`config.mk`:
```
export PLATFORM = sky130hd
export DESIGN_NAME = mem_load_controller
export DESIGN_NICKNAME = d
export VERILOG_FILES = /design/src/rtl/mem_load_pkg.sv /design/src/rtl/pulse_sync_edge.sv /design/src/rtl/mem_load_controller.sv
export SDC_FILE = /design/constraint.sdc
export NUM_CORES = 1
export LEC_CHECK = 0
export ABC_AREA = 1
export CAP_MARGIN = 20
export CORE_ASPECT_RATIO = 1.25
export CORE_MARGIN = 1
export CORE_UTILIZATION = 47
export DETAILED_ROUTE_END_ITERATION = 12
export GPL_ROUTABILITY_DRIVEN = 0
export PLACE_DENSITY = 0.88
export SETUP_SLACK_MARGIN = 0.05
export SLEW_MARGIN = 20
export SYNTH_ARGS = -nofsm -noshare
export SYNTH_HDL_FRONTEND = slang
export SYNTH_HIERARCHICAL = 1
export SYNTH_SLANG_ARGS = --single-unit
```
`constraint.sdc`:
```
create_clock -name clock -period 2.4 [get_ports clock]
set_input_delay 0.36 -clock clock [delete_from_list [all_inputs] [get_ports clock]]
set_output_delay 0.36 -clock clock [all_outputs]
set_load 0.01 [all_outputs]
```
`src/rtl/mem_load_pkg.sv`:
```
// Shared types and default widths for the memory load path.
// State encodings cover the LOAD_READBACK_EN verify states even when that macro is off.
package mem_load_pkg;

    localparam int NIB_W       = 4;
    localparam int DEF_ADDR_W  = 8;
    localparam int DEF_DATA_W  = 16;
    localparam int DEF_NIB_CNT = 4;
    localparam int IDX_W       = 2;

    typedef enum logic [2:0] {
        IDLE,
        COLLECT,
        WRITE,
        VERIFY_RD,
        VERIFY_CMP,
        ADVANCE,
        FULL
    } state_t;

endpackage

```
`src/rtl/pulse_sync_edge.sv`:
```
// Two-flop synchronizer followed by a rising-edge detector producing a one-cycle pulse.
// Reusable for any debounced step button.
module pulse_sync_edge (
    input  logic clock,
    input  logic reset,
    input  logic level,
    output logic pulse
);

    logic sync_1;
    logic sync_2;
    logic sync_3;

    always_ff @(posedge clock or negedge reset) begin
        if (!reset) begin
            sync_1 <= 1'b0;
            sync_2 <= 1'b0;
            sync_3 <= 1'b0;
        end else begin
            sync_1 <= level;
            sync_2 <= sync_1;
            sync_3 <= sync_2;
        end
    end

    assign pulse = sync_2 & ~sync_3;

endmodule

```
`src/rtl/mem_load_controller.sv`:
```
// Assembles hex nibbles entered on switches into words and writes them to RAM at an
// auto-incrementing address. Optional readback verify is enabled with LOAD_READBACK_EN.
module mem_load_controller
    import mem_load_pkg::*;
#(
    parameter int ADDR_W  = DEF_ADDR_W,
    parameter int DATA_W  = DEF_DATA_W,
    parameter int NIB_CNT = DEF_NIB_CNT
) (
    input  logic              clock,
    input  logic              reset,
    input  logic              load_en,
    input  logic              clr_addr,
    input  logic              enter,
    input  logic [NIB_W-1:0]  nib_in,
    input  logic [DATA_W-1:0] mem_rdata,
    output logic [ADDR_W-1:0] mem_addr,
    output logic [DATA_W-1:0] mem_wdata,
    output logic              mem_we,
    output logic [DATA_W-1:0] stage_word,
    output logic [IDX_W-1:0]  nib_idx,
    output logic              full,
    output logic              verr
);

    state_t            state_q, state_n;
    logic [ADDR_W-1:0] addr_q, addr_n;
    logic [DATA_W-1:0] stage_q, stage_n;
    logic [IDX_W-1:0]  nib_q, nib_n;
    logic              full_q, full_n;
    logic              verr_q, verr_n;
    logic              enter_p;
    logic              mismatch;
    logic              we;

    pulse_sync_edge u_enter_sync (
        .clock (clock),
        .reset (reset),
        .level (enter),
        .pulse (enter_p)
    );

`ifdef LOAD_READBACK_EN
    assign mismatch = (mem_rdata != stage_q);
`else
    logic unused_rdata;
    assign unused_rdata = ^mem_rdata;
    assign mismatch     = 1'b0;
`endif

    always_ff @(posedge clock or negedge reset) begin
        if (!reset) begin
            state_q <= IDLE;
            addr_q  <= '0;
            stage_q <= '0;
            nib_q   <= '0;
            full_q  <= 1'b0;
            verr_q  <= 1'b0;
        end else begin
            state_q <= state_n;
            addr_q  <= addr_n;
            stage_q <= stage_n;
            nib_q   <= nib_n;
            full_q  <= full_n;
            verr_q  <= verr_n;
        end
    end

    // WRITE always completes; only afterwards do clr_addr and load_en take effect.
    always_comb begin
        state_n = state_q;
        addr_n  = addr_q;
        stage_n = stage_q;
        nib_n   = nib_q;
        full_n  = full_q;
        verr_n  = verr_q;
        we      = 1'b0;

        if (state_q == WRITE) begin
            we = 1'b1;
`ifdef LOAD_READBACK_EN
            state_n = VERIFY_RD;
`else
            state_n = ADVANCE;
`endif
        end else if (clr_addr) begin
            addr_n  = '0;
            stage_n = '0;
            nib_n   = '0;
            full_n  = 1'b0;
            verr_n  = 1'b0;
            state_n = load_en ? COLLECT : IDLE;
        end else if (!load_en) begin
            stage_n = '0;
            nib_n   = '0;
            state_n = IDLE;
        end else begin
            case (state_q)
                IDLE: begin
                    if (!full_q) state_n = COLLECT;
                end
                COLLECT: begin
                    if (enter_p) begin
                        stage_n = {stage_q[DATA_W-NIB_W-1:0], nib_in};
                        if (nib_q == IDX_W'(NIB_CNT - 1)) begin
                            nib_n   = '0;
                            state_n = WRITE;
                        end else begin
                            nib_n = nib_q + 1'b1;
                        end
                    end
                end
                VERIFY_RD: state_n = VERIFY_CMP;
                VERIFY_CMP: begin
                    if (mismatch) verr_n = 1'b1;
                    state_n = ADVANCE;
                end
                ADVANCE: begin
                    stage_n = '0;
                    if (addr_q == {ADDR_W{1'b1}}) begin
                        full_n  = 1'b1;
                        state_n = FULL;
                    end else begin
                        addr_n  = addr_q + 1'b1;
                        state_n = COLLECT;
                    end
                end
                FULL:    state_n = FULL;
                default: state_n = IDLE;
            endcase
        end
    end

    assign mem_addr   = addr_q;
    assign mem_wdata  = stage_q;
    assign mem_we     = we;
    assign stage_word = stage_q;
    assign nib_idx    = nib_q;
    assign full       = full_q;
    assign verr       = verr_q;

endmodule
```
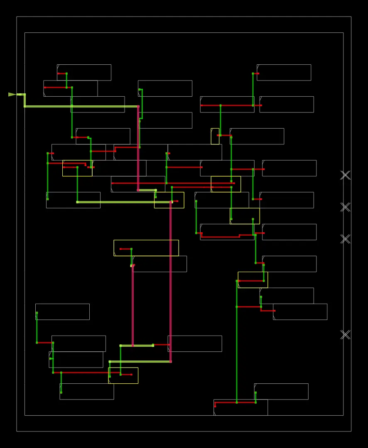
*Clock wiring as the flow saved it*
Clock Skew: 0.00417 ns
clk_lat worst skew: 0.28 ns

==> reports/metrics.cfg <==
[setup_path]
crit_path_end=mem_we
r2r-start=mem_addr[0]$_DFFE_PN0P_
timing.reg2reg.setup_slack_ns=0.74

[final_timing]
setup_violations=0

[route]
route.detailed.drc=8
dr.pass1.iters=8
dr.max_layer_used=met4

[finish]
buffers=53
buffer_area_frac=0.228
final_net_count=290
final_cell_mix=nand2_1, clkdlybuf4s50_1, dfrtp_1
layout_top_cell=nand2_1
area_growth_pct=30.1

[global_route]
grtUsageMet3=0.0530
grt_pass1_vias=1335
grt_pass1_wl_um=5780
grt_use_total=0.185

[hold_path]
hold_end=u_enter_sync/sync_2$_DFF_PN0_
whs_path_depth=0

[synthesis]
ys_sh_adder=0.0141
top_cell=nand2_1
synth-edff-count=0
muxShareOfSynthArea=0

[floorplanning]
coreArea_um2=3540

[run_status]
violations=design-rule violations
outcome=complete, but fails checks

[clock_network]
post_cts_buffers=0

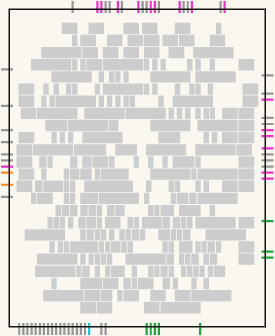
*I/O pins on the die edge*
Pins as bars across the die edge, other pins in gray.
legend:
  green:
    port: mem_addr
    pins: 8
    direction: output
    edge: 5 bottom, 3 right
  cyan:
    port: reset
    pins: 1
    direction: input
    edge: bottom
  orange:
    port: nib_idx
    pins: 2
    direction: output
    edge: left
  magenta:
    port: mem_wdata
    pins: 16
    direction: output
    edge: 9 top, 6 right, 1 left
Die H: 70.7 um
die width: 57.0 um
port buffer count: 52

